Figure 1. Clock routing.
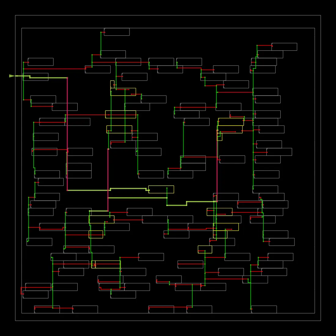
Figure 2. Met3 routing.
Scale: 2 px per um. Cells faint in the background.
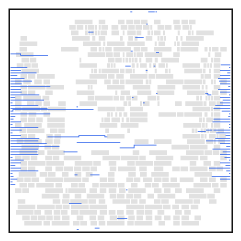
File: config.mk
export PLATFORM = sky130hd
export DESIGN_NAME = mem_access_ctrl_flat
export DESIGN_NICKNAME = d
export VERILOG_FILES = /design/src/rtl/mem_access_ctrl_if.sv /design/src/rtl/mem_access_ctrl.sv /design/src/flat_wrapper.sv
export SDC_FILE = /design/constraint.sdc
export NUM_CORES = 1
export LEC_CHECK = 0
export ABC_CLOCK_PERIOD_IN_PS = 3110
export CORE_MARGIN = 2
export CORE_UTILIZATION = 36
export CTS_CLUSTER_DIAMETER = 50
export DETAILED_ROUTE_END_ITERATION = 16
export HOLD_SLACK_MARGIN = 0.03
export PLACE_DENSITY = 0.82
export SLEW_MARGIN = 20
export SYNTH_ARGS = -nofsm -noshare
export SYNTH_HDL_FRONTEND = slang
export SYNTH_SLANG_ARGS = --single-unit
File: constraint.sdc
create_clock -name clk -period 3.11 [get_ports clk]
set_input_delay 0.622 -clock clk [delete_from_list [all_inputs] [get_ports clk]]
set_output_delay 0.622 -clock clk [all_outputs]
set_load 0.02 [all_outputs]
File: src/rtl/mem_access_ctrl_if.sv
`default_nettype none
// ============================================================================
//  Module      : mem_access_ctrl_if
//  Description : Request/acknowledge data-memory port between the MEM-stage
//                access controller (master) and a variable-latency memory
//                (slave).
//                  mem_req   - request, held until ack or abort
//                  mem_we    - 1 = write, 0 = read; valid while mem_req
//                  mem_addr  - byte address of the access
//                  mem_wdata - store data
//                  mem_ack   - single-cycle completion pulse from memory
//                  mem_rdata - read data, valid with mem_ack
//  Revision    : 1.0 - initial release
// ============================================================================
interface mem_access_ctrl_if;
    logic        mem_req;
    logic        mem_we;
    logic [31:0] mem_addr;
    logic [31:0] mem_wdata;
    logic        mem_ack;
    logic [31:0] mem_rdata;

    modport master (
        output mem_req, mem_we, mem_addr, mem_wdata,
        input  mem_ack, mem_rdata
    );

    modport slave (
        input  mem_req, mem_we, mem_addr, mem_wdata,
        output mem_ack, mem_rdata
    );
endinterface
`default_nettype wire

File: src/rtl/mem_access_ctrl.sv
`default_nettype none
// ============================================================================
//  Module      : mem_access_ctrl
//  Description : Sequences MEM-stage data-memory accesses over a req/ack port.
//                Freezes the front of the pipeline while an access is in
//                flight, bubbles MEM/WB during the freeze, returns load data
//                and flags illegal requests and bus timeouts.
//  Ports       : clk, rst           - clock, asynchronous active-high reset
//                MemRead3/MemWrite3 - EX/MEM load / store request
//                Addr3/Wdata3       - EX/MEM byte address / store data
//                bus (master)       - memory req/ack port
//                Data_out           - load result to MEM/WB
//                stall, wb_bubble   - pipeline freeze / MEM/WB control squash
//                bus_err, err_clr   - sticky error flag and its clear
//  Revision    : 1.0 - initial release
// ============================================================================
module mem_access_ctrl #(
    parameter int TIMEOUT = 15,
    parameter int CNT_W   = 4
) (
    input  wire logic        clk,
    input  wire logic        rst,
    input  wire logic        MemRead3,
    input  wire logic        MemWrite3,
    input  wire logic [31:0] Addr3,
    input  wire logic [31:0] Wdata3,
    mem_access_ctrl_if.master bus,
    output logic      [31:0] Data_out,
    output logic             stall,
    output logic             wb_bubble,
    output logic             bus_err,
    input  wire logic        err_clr
);

    localparam logic [CNT_W-1:0] c_TIMEOUT_LAST = CNT_W'(TIMEOUT - 1);

    typedef enum logic [1:0] {
        S_IDLE   = 2'd0,
        S_ACCESS = 2'd1,
        S_DONE   = 2'd2
    } state_t;

    state_t           r_state;
    state_t           w_next;
    logic [CNT_W-1:0] r_cnt;
    logic             r_mem_req;
    logic             r_mem_we;
    logic [31:0]      r_mem_addr;
    logic [31:0]      r_mem_wdata;
    logic [31:0]      r_data_out;
    logic             r_bus_err;

    logic             w_acc;
    logic             w_illegal;
    logic             w_start;
    logic             w_complete;
    logic             w_timeout;
    logic             w_err_set;

    assign w_acc     = MemRead3 ^ MemWrite3;
    assign w_illegal = MemRead3 & MemWrite3;

    // ------------------------------------------------------------------
    // State register
    // ------------------------------------------------------------------
    always_ff @(posedge clk or posedge rst) begin
        if (rst) begin
            r_state <= S_IDLE;
        end else begin
            r_state <= w_next;
        end
    end

    // ------------------------------------------------------------------
    // Next-state and control decode
    // ------------------------------------------------------------------
    always_comb begin
        w_next     = r_state;
        w_start    = 1'b0;
        w_complete = 1'b0;
        w_timeout  = 1'b0;
        w_err_set  = 1'b0;
        stall      = 1'b0;
        unique case (r_state)
            S_IDLE: begin
                if (w_acc) begin
                    w_start = 1'b1;
                    w_next  = S_ACCESS;
                end
                // Simultaneous load+store is rejected without stalling.
                w_err_set = w_illegal;
                stall     = w_acc;
            end
            S_ACCESS: begin
                stall = 1'b1;
                // An ack arriving in the final allowed cycle beats the timeout.
                if (bus.mem_ack) begin
                    w_complete = 1'b1;
                    w_next     = S_DONE;
                end else if (r_cnt == c_TIMEOUT_LAST) begin
                    w_timeout = 1'b1;
                    w_err_set = 1'b1;
                    w_next    = S_DONE;
                end
            end
            S_DONE: begin
                // One released cycle lets the instruction leave EX/MEM
                // before anything new is decoded.
                w_next = S_IDLE;
            end
            default: begin
                w_next = S_IDLE;
            end
        endcase
        // Keep the pipeline control quiet while reset is held, even if a
        // request is still presented on the EX/MEM inputs.
        if (rst) begin
            stall = 1'b0;
        end
    end

    assign wb_bubble = stall;

    // ------------------------------------------------------------------
    // Access datapath, wait counter and error flag
    // ------------------------------------------------------------------
    always_ff @(posedge clk or posedge rst) begin
        if (rst) begin
            r_cnt       <= '0;
            r_mem_req   <= 1'b0;
            r_mem_we    <= 1'b0;
            r_mem_addr  <= 32'd0;
            r_mem_wdata <= 32'd0;
            r_data_out  <= 32'd0;
            r_bus_err   <= 1'b0;
        end else begin
            if (w_start) begin
                r_mem_addr  <= Addr3;
                r_mem_wdata <= Wdata3;
                r_mem_we    <= MemWrite3;
                r_mem_req   <= 1'b1;
                r_cnt       <= '0;
            end else if (r_state == S_ACCESS && !bus.mem_ack) begin
                r_cnt <= r_cnt + 1'b1;
            end

            if (w_complete) begin
                r_mem_req <= 1'b0;
                if (!r_mem_we) begin
                    r_data_out <= bus.mem_rdata;
                end
            end

            if (w_timeout) begin
                r_mem_req  <= 1'b0;
                r_data_out <= 32'd0;
            end

            // A new error event takes priority over a clear request.
            if (w_err_set) begin
                r_bus_err <= 1'b1;
            end else if (err_clr) begin
                r_bus_err <= 1'b0;
            end
        end
    end

    assign bus.mem_req   = r_mem_req;
    assign bus.mem_we    = r_mem_we;
    assign bus.mem_addr  = r_mem_addr;
    assign bus.mem_wdata = r_mem_wdata;
    assign Data_out      = r_data_out;
    assign bus_err       = r_bus_err;

endmodule
`default_nettype wire

File: src/flat_wrapper.sv
// flat-port wrapper written by rule: the top's interface ports become plain ports
module mem_access_ctrl_flat 
#(
    parameter int TIMEOUT = 15,
    parameter int CNT_W   = 4
)
  (clk, rst, MemRead3, MemWrite3, Addr3, Wdata3, Data_out, stall, wb_bubble, bus_err, err_clr, bus_mem_req, bus_mem_we, bus_mem_addr, bus_mem_wdata, bus_mem_ack, bus_mem_rdata);
  mem_access_ctrl_if bus_i ();
  input  wire logic clk;
  input  wire logic rst;
  input  wire logic MemRead3;
  input  wire logic MemWrite3;
  input  wire logic [31:0] Addr3;
  input  wire logic [31:0] Wdata3;
  output logic      [31:0] Data_out;
  output logic stall;
  output logic wb_bubble;
  output logic bus_err;
  input  wire logic err_clr;
  output wire logic [$bits(bus_i.mem_req)-1:0] bus_mem_req;
  output wire logic [$bits(bus_i.mem_we)-1:0] bus_mem_we;
  output wire logic [$bits(bus_i.mem_addr)-1:0] bus_mem_addr;
  output wire logic [$bits(bus_i.mem_wdata)-1:0] bus_mem_wdata;
  input wire logic [$bits(bus_i.mem_ack)-1:0] bus_mem_ack;
  input wire logic [$bits(bus_i.mem_rdata)-1:0] bus_mem_rdata;
  assign bus_mem_req = bus_i.mem_req;
  assign bus_mem_we = bus_i.mem_we;
  assign bus_mem_addr = bus_i.mem_addr;
  assign bus_mem_wdata = bus_i.mem_wdata;
  assign bus_i.mem_ack = bus_mem_ack;
  assign bus_i.mem_rdata = bus_mem_rdata;
  mem_access_ctrl #(.TIMEOUT(TIMEOUT), .CNT_W(CNT_W)) u_core (.clk(clk), .rst(rst), .MemRead3(MemRead3), .MemWrite3(MemWrite3), .Addr3(Addr3), .Wdata3(Wdata3), .bus(bus_i), .Data_out(Data_out), .stall(stall), .wb_bubble(wb_bubble), .bus_err(bus_err), .err_clr(err_clr));
endmodule
==> Changelog: implementation <==
## Flow update

- Root Driver: clkbuf_16
- Worst Path Max Fanout: 2
- Inverters: 5
- Total iterations of the first detailed-routing run: 4
- Worst path depth: 5
- Sw Share: 35.0%
- Bufs and invs on worst path: 2
- Initial DRC count: 173
- Met2 Use GR: 28.8%
- Max-area cell share: 64.1%
- FILL cells: 890
- Startpoint Class: input port
- Post-synth top flop: dfrtp_1
- Async set-or-reset flop fraction in the synthesized netlist: 100%
- Worst Hold Class: flip-flop to flip-flop
- DRC Markers: 0
- Comb area share: 20.7%
- Post-layout period usage: 95.7%
- Worst Hold Launch: u_core.bus.mem_wdata[6]
- Placed Instances: 648
- Fin Hold WS: 0.505 ns
- Fin. Hold Viols: 0
- CP startpoint: MemWrite3
- Relative slew slack: 52.2%
- Met2 WL post-DR: 5170 um
- Number of tapcells: 140
- Sequential power: 2.38 mW
- Synthesized instance count: 321
- Max frequency: 336 MHz
- Synth Warn #: 0
- Core Rows: 38
- Status: finished clean
- Final Max Tran Viols: 0
- Chip area: 0.0123 mm^2
- Initial antenna violation count: 0
- Buffering overhead: 31.9%
- Tmin final: 2.98 ns
- # Cells Yosys: 321
- Synth flops: 105
- Placement Setup Slack: 0.0415 ns
- Seq share, synth: 64.1%
- Floorplan net count: 426
- Post-DR wirelength/cell: 15.3 um
- Core ar.: 0.0110 mm^2
- Critical Path Slowest Stage Cell: clkdlybuf4s50_1
- Floorplan utilization: 37.3%
- Worst Setup Path Type: input port to output pin
- RSZ-0062 raised after global routing: no
- Power Total: 6.82 mW
- Cts hold-fix bufs: 0
- Area grow syn2layout: 61.3%
- Compound Share, Synth: 5.25%
About Figure 1:
skew final: 0.00857 ns
cts bufs inserted: 9
# clk buffers: 14
Late-Pin Clk Latency: 0.33 ns
registers: 105

About Figure 2:
wire length on this layer = 720 um
main direction = horizontal
share of all routed wire = 7.1%
longest straight run = 40.3 um
nets with wire on the layer = 103

-- state kept, by name, indices dropped and copies added, names as in the netlist --
| signal | cells |
|---|---|
| u_core.Data_out | 32 |
| u_core.bus.mem_addr | 32 |
| u_core.bus.mem_req | 1 |
| u_core.bus.mem_wdata | 32 |
| u_core.bus.mem_we | 1 |
| u_core.bus_err | 1 |
| u_core.r_cnt | 4 |
| u_core.r_state | 2 |
-- cells in the final DEF, fill, tap and decap left out, types with 2 or more instances in the layout --
cell type and instances:
o21ai_0 31, dfrtp_1 105, o21ai_1 3, nor2_1 5, mux2_2 65, clkbuf_8 3, buf_12 3, ha_1 3
clkdlybuf4s50_1 201, buf_4 3, clkbuf_1 2, clkbuf_16 9, nand2_1 65, a21oi_1 2, inv_1 4
Power is estimated from default activity; no workload was simulated.
